===== config.mk =====
export PLATFORM = sky130hd
export DESIGN_NAME = apb_master
export DESIGN_NICKNAME = d
export VERILOG_FILES = /design/src/rtl/apb_master.sv
export SDC_FILE = /design/constraint.sdc
export NUM_CORES = 1
export LEC_CHECK = 0
export ABC_AREA = 0
export CAP_MARGIN = 20
export CORE_AREA = 2 2 92 130
export DETAILED_ROUTE_END_ITERATION = 10
export DIE_AREA = 0 0 94 132
export GPL_ROUTABILITY_DRIVEN = 0
export PLACE_DENSITY = 0.71
export SYNTH_ARGS = -nofsm -noshare
export SYNTH_HDL_FRONTEND = slang
export SYNTH_SLANG_ARGS = --single-unit

===== constraint.sdc =====
create_clock -name iPCLK -period 1.95 [get_ports iPCLK]
set_clock_uncertainty 0.1 [all_clocks]
set_input_delay 0.4875 -clock iPCLK [delete_from_list [all_inputs] [get_ports iPCLK]]
set_output_delay 0.4875 -clock iPCLK [all_outputs]
set_load 0.02 [all_outputs]

===== src/rtl/apb_master.sv =====
// APB3/APB4 requester: accepts one single-beat command at a time, runs it through
// SETUP and ACCESS with an optional wait-state timeout, and returns a one-cycle response.
module apb_master #(
  parameter int TIMEOUT = 16
) (
  input  logic        iPCLK,
  input  logic        iPRESETn,
  input  logic        iCMD_VALID,
  output logic        oCMD_READY,
  input  logic        iCMD_WRITE,
  input  logic [15:0] iCMD_ADDR,
  input  logic [31:0] iCMD_WDATA,
  input  logic [3:0]  iCMD_STRB,
  output logic        oRSP_VALID,
  output logic [31:0] oRSP_RDATA,
  output logic        oRSP_ERR,
  output logic        oRSP_TIMEOUT,
  output logic        oPSEL,
  output logic        oPENABLE,
  output logic        oPWRITE,
  output logic [15:0] oPADDR,
  output logic [31:0] oPWDATA,
  output logic [3:0]  oPSTRB,
  input  logic [31:0] iPRDATA,
  input  logic        iPREADY,
  input  logic        iPSLVERR
);

  localparam int              CW      = (TIMEOUT > 0) ? $clog2(TIMEOUT + 1) : 1;
  localparam bit              TO_EN   = (TIMEOUT > 0);
  localparam logic [CW-1:0]   TO_VAL  = CW'(TIMEOUT);
  localparam logic [CW-1:0]   CNT_MAX = {CW{1'b1}};
  localparam logic [CW-1:0]   CNT_ONE = CW'(1'b1);

  typedef enum logic [1:0] {
    IDLE   = 2'd0,
    SETUP  = 2'd1,
    ACCESS = 2'd2
  } state_t;

  state_t          state_r;
  logic [CW-1:0]   waitCnt_r;
  logic            timeoutHit_s;

  // The counter already holds TIMEOUT wait cycles, so a further low iPREADY aborts.
  assign timeoutHit_s = TO_EN && (waitCnt_r == TO_VAL);

  // Transfer sequencer; every output is a register updated here.
  always_ff @(posedge iPCLK or negedge iPRESETn) begin
    if (!iPRESETn) begin
      state_r      <= IDLE;
      waitCnt_r    <= '0;
      oCMD_READY   <= 1'b1;
      oRSP_VALID   <= 1'b0;
      oRSP_RDATA   <= 32'h0000_0000;
      oRSP_ERR     <= 1'b0;
      oRSP_TIMEOUT <= 1'b0;
      oPSEL        <= 1'b0;
      oPENABLE     <= 1'b0;
      oPWRITE      <= 1'b0;
      oPADDR       <= 16'h0000;
      oPWDATA      <= 32'h0000_0000;
      oPSTRB       <= 4'b0000;
    end else begin
      oRSP_VALID <= 1'b0;
      case (state_r)
        IDLE: begin
          if (iCMD_VALID) begin
            state_r    <= SETUP;
            oCMD_READY <= 1'b0;
            oPSEL      <= 1'b1;
            oPENABLE   <= 1'b0;
            oPWRITE    <= iCMD_WRITE;
            oPADDR     <= iCMD_ADDR;
            oPWDATA    <= iCMD_WRITE ? iCMD_WDATA : 32'h0000_0000;
            oPSTRB     <= iCMD_WRITE ? iCMD_STRB : 4'b0000;
          end
        end
        SETUP: begin
          state_r   <= ACCESS;
          oPENABLE  <= 1'b1;
          waitCnt_r <= '0;
        end
        ACCESS: begin
          if (iPREADY) begin
            state_r      <= IDLE;
            oCMD_READY   <= 1'b1;
            oPSEL        <= 1'b0;
            oPENABLE     <= 1'b0;
            oRSP_VALID   <= 1'b1;
            oRSP_RDATA   <= oPWRITE ? 32'h0000_0000 : iPRDATA;
            oRSP_ERR     <= iPSLVERR;
            oRSP_TIMEOUT <= 1'b0;
          end else if (timeoutHit_s) begin
            state_r      <= IDLE;
            oCMD_READY   <= 1'b1;
            oPSEL        <= 1'b0;
            oPENABLE     <= 1'b0;
            oRSP_VALID   <= 1'b1;
            oRSP_RDATA   <= 32'h0000_0000;
            oRSP_ERR     <= 1'b1;
            oRSP_TIMEOUT <= 1'b1;
          end else if (waitCnt_r != CNT_MAX) begin
            waitCnt_r <= waitCnt_r + CNT_ONE;
          end
        end
        default: begin
          state_r    <= IDLE;
          oCMD_READY <= 1'b1;
          oPSEL      <= 1'b0;
          oPENABLE   <= 1'b0;
        end
      endcase
    end
  end

endmodule


Fig. 1: signal metal coverage by tile
Drawn at 3 px/µm. 19 x 26 tiles, from white (low) to dark blue (high), scaled to the fullest tile. Values are wire area over tile area, all layers added.
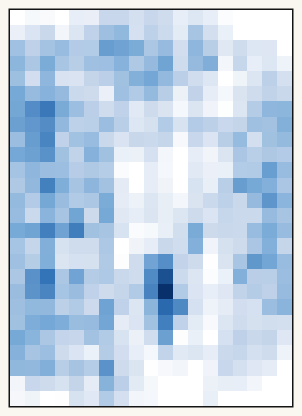
- densest ninth of the die: left middle
- mean over tiles: 0.15
- nearly empty tiles: 8.7%
- fullest tile: 0.54
- tiles over half the peak: 10%
total number of vias: 3433
Total Wirelength: 11000 µm
overall global routing resource usage: 17.8%
detailed-route wire length per cell: 14.9 µm

Fig. 2: gate families picked out
Drawn at 3 px/µm.
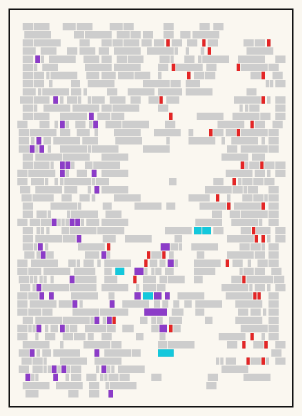
- aoi and oai cells: purple (cells 46)
- inv cells: red (cells 39)
- non-inverting ao/oa cells: cyan (cells 5)

Fig. 3: port wiring
Drawn at 4 px/µm.
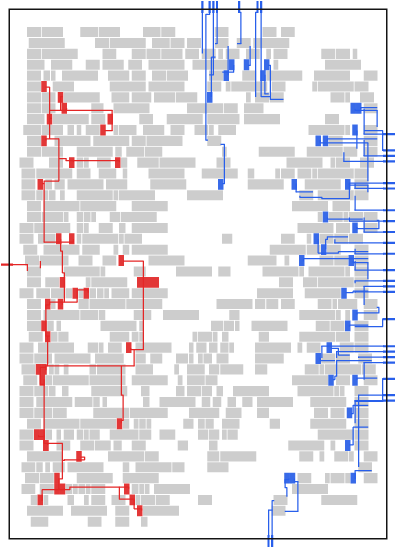
- iCMD_WRITE: red (bits 1; direction input; edge left; end cells 37; buffers 2; wire 314 µm)
- iPRDATA: blue (bits 32; direction input; edge 23 right, 7 top, 2 bottom; end cells 32; buffers 32; wire 684 µm)
total of buffers placed on input and output ports: 180
IO Pins: 181

==> power groups by stage <==
stage / Combinational [mW] / Sequential [mW] / Clock [mW]
after CTS: 4.92 / 3.39 / 1.77
after global placement: 4.81 / 3.38 / 0
final: 4.89 / 3.38 / 1.71
after detailed placement: 4.91 / 3.40 / 0
after floorplan: 1.49 / 4.34 / 0
after global routing: 5.24 / 3.49 / 1.86
==> routing by layer <==
metal,vias up,track usage (%)
li1,1652,-
met1,1617,19.7
met2,152,30.3
met3,12,7.26
met4,0,6.28
met5,-,0
==> state kept, by name, summed over array words and instances, names as in the netlist <==
| signal | flops |
|---|---|
| oRSP_RDATA | 32 |
| oPSEL | 1 |
| oRSP_VALID | 1 |
| oPSTRB | 4 |
| oRSP_TIMEOUT | 1 |
| state_r | 2 |
| waitCnt_r | 5 |
| oPWDATA | 32 |
| oCMD_READY | 1 |
| oPADDR | 16 |
| oRSP_ERR | 1 |
| oPWRITE | 1 |
==> layout make-up <==
type	count	area (µm²)	area share (%)
clock inverters	3	22.5	0.335
well taps	144	180	2.68
inverters	39	146	2.18
flip-flops and latches	97	2430	36.1
multi-input cells	232	1510	22.5
clock buffers	13	270	4.02
repair buffers	207	2170	32.2
==> Yosys cell counts (all sizes together) <==
master / n
or3: 1
or2: 1
dfrtp: 96
clkbuf: 15
mux2: 18
o21a: 2
buf: 9
and4: 1
o22ai: 1
a32oi: 1
nor3: 2
a21oi: 2
inv: 39
nor2: 2
o22a: 1
and4bb: 1
dfstp: 1
nor2b: 2
o21ai: 37
o221ai: 1
o31ai: 1
nand4bb: 1
and3b: 1
and3: 2
ha: 3
nand2: 107
nand4: 2
o211ai: 2
maj3: 1
mux2i: 32
or3b: 1
nand2b: 3
a22o: 1
a31oi: 1
o32a: 1
==> reports/metrics.cfg <==
[run_status]
result_of_the_run = complete, no violations

[power_and_ir_drop]
pwr-share-clk_pct = 17.1
vdd.ir_drop.worst_uv = 946

[layout]
layout_top_cell_excl_fill_tap = sky130_fd_sc_hd__clkdlybuf4s50_1
layout.cells.non_filler = 735
area_growth_syn_to_layout_pct = 60.9
fillers = 968
layout.core_utilization_pct = 59.9
insertedDiodeCount = 0

[routing]
routed-wl-met2_um = 5520
drt_first_iter_violations = 80
dr_wl_met3_um = 1090

[critical_path]
cp_data_required_time_ns = 1.36
setup.worst_path.start = oPSTRB[2]
worst_r2r_startpoint = waitCnt_r[0]
cp_num_cells = 1
crit_buf_inv = 1
timing.rr.end = oRSP_RDATA[31]

[clock_network]
cts-htree-levels = 3
cts_root_buf = sky130_fd_sc_hd__clkbuf_16
cts.hold.buffers_added = 0

[sta]
timing.slew.headroom_pct = 66.2
timing.final.ws_setup_ns = 0.0272
finalMaxSlewViolations = 0

[floorplan]
die_x_um = 94
core_region_area_mm2 = 0.0112
design.die.area_mm2 = 0.0124

[grt]
grt_max_degree = 98
grt-ovfl-total = 0

[logic_synthesis]
flop_and_latch_count_out_of_synthesis = 97
postSynthCellCount = 392
synth.cell_area_mm2 = 0.00418
yosys.stat.chipArea_mm2 = 0.00418

[placed_design]
dp_worst_setup_slack_ns = -0.178

[job]
warning_count = 27

Power figures rest on the tool's default switching activity, not on a simulated workload.
